==> src/rtl/loader_pkg.sv <==
// Shared types and widths for the boot-time program loader.
// FSM encoding is fixed so that legacy debug taps keep their state values.
package loader_pkg;

    localparam int HDR_W   = 16;
    localparam int CKSUM_W = 16;

    typedef enum logic [2:0] {
        ST_IDLE = 3'd0,
        ST_HDR  = 3'd1,
        ST_LOAD = 3'd2,
        ST_CHK  = 3'd3,
        ST_RUN  = 3'd4,
        ST_ERR  = 3'd5
    } loader_state_e;

endpackage

==> src/rtl/loader_cksum.sv <==
// 16-bit modular accumulator of payload words; one-cycle update, clear wins over add.
// No backpressure: it adds whenever add_i is high.
module loader_cksum
    import loader_pkg::*;
(
    input  logic               clk,
    input  logic               rst,
    input  logic               clr_i,
    input  logic               add_i,
    input  logic [CKSUM_W-1:0] data_i,
    output logic [CKSUM_W-1:0] sum_o
);

    logic [CKSUM_W-1:0] sum_q;
    logic [CKSUM_W-1:0] sum_d;

    always_comb begin
        sum_d = sum_q;
        if (clr_i) begin
            sum_d = '0;
        end else if (add_i) begin
            sum_d = sum_q + data_i;
        end
    end

    always_ff @(posedge clk or posedge rst) begin
        if (rst) begin
            sum_q <= '0;
        end else begin
            sum_q <= sum_d;
        end
    end

    assign sum_o = sum_q;

endmodule

==> src/rtl/prog_loader.sv <==
// Boot loader: length header then payload into instruction RAM, write one cycle after accept; no backpressure.
// Trailing checksum word verified when LOADER_CHECKSUM_EN is defined.
module prog_loader
    import loader_pkg::*;
#(
    parameter int ADDR_W = 8
) (
    input  logic              clk,
    input  logic              rst,
    input  logic              ce,
    input  logic              start,
    input  logic              word_dv,
    input  logic [HDR_W-1:0]  word,
    output logic              mem_we,
    output logic [ADDR_W-1:0] mem_addr,
    output logic [HDR_W-1:0]  mem_wdata,
    output logic              cpu_rst,
    output logic              busy,
    output logic              done,
    output logic              err
);

    localparam logic [HDR_W-1:0] MAX_LEN = HDR_W'(2 ** ADDR_W);
    localparam logic [ADDR_W:0]  REM_ONE = (ADDR_W + 1)'(1);

    loader_state_e     state_q, state_d;
    logic [ADDR_W-1:0] addr_q, addr_d;
    logic [ADDR_W:0]   rem_q, rem_d;
    logic              mem_we_q, mem_we_d;
    logic [ADDR_W-1:0] mem_addr_q, mem_addr_d;
    logic [HDR_W-1:0]  mem_wdata_q, mem_wdata_d;
    logic              cpu_rst_q, busy_q, done_q, err_q;

`ifdef LOADER_CHECKSUM_EN
    logic [CKSUM_W-1:0] sum;

    loader_cksum u_cksum (
        .clk    (clk),
        .rst    (rst),
        .clr_i  (ce && start && (state_q == ST_IDLE || state_q == ST_RUN || state_q == ST_ERR)),
        .add_i  (ce && word_dv && (state_q == ST_LOAD)),
        .data_i (word),
        .sum_o  (sum)
    );
`endif

    always_comb begin
        state_d     = state_q;
        addr_d      = addr_q;
        rem_d       = rem_q;
        mem_we_d    = 1'b0;
        mem_addr_d  = mem_addr_q;
        mem_wdata_d = mem_wdata_q;
        if (ce) begin
            case (state_q)
                // A word arriving with start in these states is dropped, not taken as header.
                ST_IDLE, ST_RUN, ST_ERR: begin
                    if (start) begin
                        state_d = ST_HDR;
                    end
                end
                ST_HDR: begin
                    if (word_dv) begin
                        if (word == '0 || word > MAX_LEN) begin
                            state_d = ST_ERR;
                        end else begin
                            rem_d   = word[ADDR_W:0];
                            addr_d  = '0;
                            state_d = ST_LOAD;
                        end
                    end
                end
                ST_LOAD: begin
                    if (word_dv) begin
                        mem_we_d    = 1'b1;
                        mem_addr_d  = addr_q;
                        mem_wdata_d = word;
                        addr_d      = addr_q + 1'b1;
                        rem_d       = rem_q - 1'b1;
                        if (rem_q == REM_ONE) begin
`ifdef LOADER_CHECKSUM_EN
                            state_d = ST_CHK;
`else
                            state_d = ST_RUN;
`endif
                        end
                    end
                end
`ifdef LOADER_CHECKSUM_EN
                ST_CHK: begin
                    if (word_dv) begin
                        state_d = (word == sum) ? ST_RUN : ST_ERR;
                    end
                end
`endif
                default: state_d = ST_IDLE;
            endcase
        end
    end

    always_ff @(posedge clk or posedge rst) begin
        if (rst) begin
            state_q     <= ST_IDLE;
            addr_q      <= '0;
            rem_q       <= '0;
            mem_we_q    <= 1'b0;
            mem_addr_q  <= '0;
            mem_wdata_q <= '0;
            cpu_rst_q   <= 1'b1;
            busy_q      <= 1'b0;
            done_q      <= 1'b0;
            err_q       <= 1'b0;
        end else begin
            state_q     <= state_d;
            addr_q      <= addr_d;
            rem_q       <= rem_d;
            mem_we_q    <= mem_we_d;
            mem_addr_q  <= mem_addr_d;
            mem_wdata_q <= mem_wdata_d;
            // Status follows the next state so it lines up with the final write.
            cpu_rst_q   <= (state_d != ST_RUN);
            busy_q      <= (state_d == ST_HDR) || (state_d == ST_LOAD) || (state_d == ST_CHK);
            done_q      <= (state_d == ST_RUN);
            err_q       <= (state_d == ST_ERR);
        end
    end

    assign mem_we    = mem_we_q;
    assign mem_addr  = mem_addr_q;
    assign mem_wdata = mem_wdata_q;
    assign cpu_rst   = cpu_rst_q;
    assign busy      = busy_q;
    assign done      = done_q;
    assign err       = err_q;

endmodule

==> config.mk <==
export PLATFORM = sky130hd
export DESIGN_NAME = prog_loader
export DESIGN_NICKNAME = d
export VERILOG_FILES = /design/src/rtl/loader_pkg.sv /design/src/rtl/loader_cksum.sv /design/src/rtl/prog_loader.sv
export SDC_FILE = /design/constraint.sdc
export NUM_CORES = 1
export LEC_CHECK = 0
export CAP_MARGIN = 15
export CORE_ASPECT_RATIO = 0.75
export CORE_MARGIN = 10
export CORE_UTILIZATION = 55
export DETAILED_ROUTE_END_ITERATION = 8
export GPL_ROUTABILITY_DRIVEN = 1
export PLACE_DENSITY = 0.93
export SLEW_MARGIN = 20
export SYNTH_ARGS = -nofsm -noshare
export SYNTH_HDL_FRONTEND = slang
export SYNTH_SLANG_ARGS = --single-unit
==> constraint.sdc <==
create_clock -name clk -period 3.31 [get_ports clk]
set_clock_uncertainty 0.15 [all_clocks]
set_input_delay 0.662 -clock clk [delete_from_list [all_inputs] [get_ports clk]]
set_output_delay 0.662 -clock clk [all_outputs]
set_load 0.02 [all_outputs]
I/O nets highlighted:
Scale: 4 px per um.
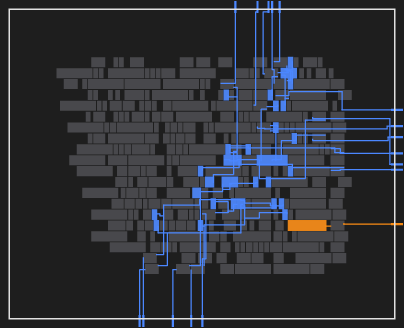
legend:
  blue:
    port: word
    bits: 16
    direction: input
    end_cells: 31
    buffers: 16
    wire: 759 um
  orange:
    port: cpu_rst
    bits: 1
    direction: output
    end_cells: 1
    buffers: 1
    wire: 13.3 um

Logic cells by family:
Scale: 4 px per um.
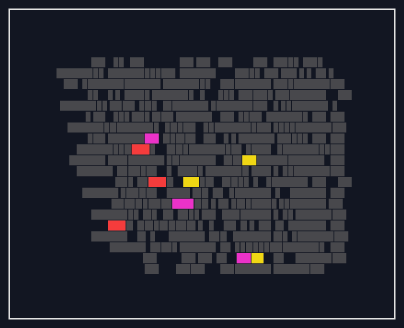
legend:
  magenta:
    family: mux cells
    cells: 3
  yellow:
    family: non-inverting ao/oa cells
    cells: 3
  red:
    family: fa/ha/maj cells
    cells: 3

==> run summary <==
Results of the run.

The flow ran to the end, and the final reports show no timing, DRC or antenna violations. The tally of yosys warning messages is 0. The site row count is 20.

The maximum ir drop on the vdd rail is 0.278 mV. The fraction of standard cell area in multi-input logic is 0.353. The required time at the endpoint of the critical path is 3.35 ns. Listed in order, past its start point the critical path passes clkdlybuf4s50_1, or4_4, nor4_4, o211ai_4, a21oi_4, mux2_4.

Post-route period utilization is reported as 0.833. According to the timing report, the critical path is launched from word[14]. Along the worst hold path, the cell count comes to 2. The register with the most flip-flops in the layout has 16 of them. Summed over all nets, the switching power comes to 258 uW. The combinational power is 102 uW. The worst-case reg-to-reg path depth is 5. The clock network power reported by the tool is 362 uW. After layout, the buffer instance count without clock buffers stands at 53.

The chip occupies 0.00739 mm^2. Grouping stages by cell kind, the critical path spends the most delay in simple AND/OR/NAND/NOR gates. In this run the most critical hold path is launched from mem_addr[7]. The setup check on the worst reg-to-reg path leaves a slack of 1.04 ns. The post-synthesis instance area is 0.00238 mm^2. The area fraction of clock buffers and clock inverters is 0.0317.

The critical path startpoint category is an input pin. Fill cells in the final layout number 277. The count of inserted tapcells is 55. The final antenna diode tally reported by the flow is 0. The main area contributors are sky130_fd_sc_hd__dfrtp_1 (50%), sky130_fd_sc_hd__nand2_1 (14%), sky130_fd_sc_hd__nor2_1 (2.5%). The clock buffer instance count of the final layout is 6.

In this run, CTS created clock tree buffers numbering 5. Note, the detailed placer reported a final HPWL of 4510 um. The setup total negative slack is 0 ns.

The routed wire length on met3 is 652 um. Looking at the global route congestion table, the highest-usage layer is met2. Buffers placed on the I/O ports in this run total 49. For this run, design rule violations remaining after detail routing come to 0.

Of the total synthesized cell area, the portion taken by AND-OR and OR-AND cells is 0.133. Entering global routing, the biggest net connects 50 pins. The number of cell instances after yosys synthesis is 260. The most common cell in the synthesized netlist is sky130_fd_sc_hd__nand2_1.

The cell count after placement is 360. The number of buffer and inverter instances along the worst setup path is 1. The warning total across the stage logs is 27.

The dominant register cell in the synthesized netlist is sky130_fd_sc_hd__dfrtp_1. Averaged over all synthesized cells, the footprint is 9.16 um^2. The overall power is 1.08 mW.

TritonCTS built the clock tree.
Where the registers sit:
Scale: 3 px per um. Other sequential cells in the stronger grey, the rest of the logic in the fainter grey.
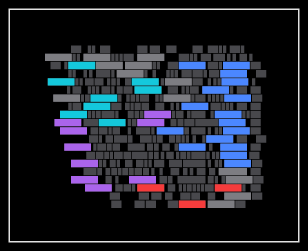
legend:
  cyan:
    name_in_the_netlist: addr_q
    placed_flops: 8
  purple:
    name_in_the_netlist: rem_q
    placed_flops: 9
    where: middle left
  red:
    name_in_the_netlist: state_q
    placed_flops: 3
  blue:
    name_in_the_netlist: mem_wdata
    placed_flops: 16
    where: middle right
not coloured: 13
Register Area: 0.00123 mm^2
power attributed to sequential cells: 620 uW
final core occ: 0.740
share of cell area taken by flip-flops and latches: 0.404

Power and IR drop assume default switching activity.
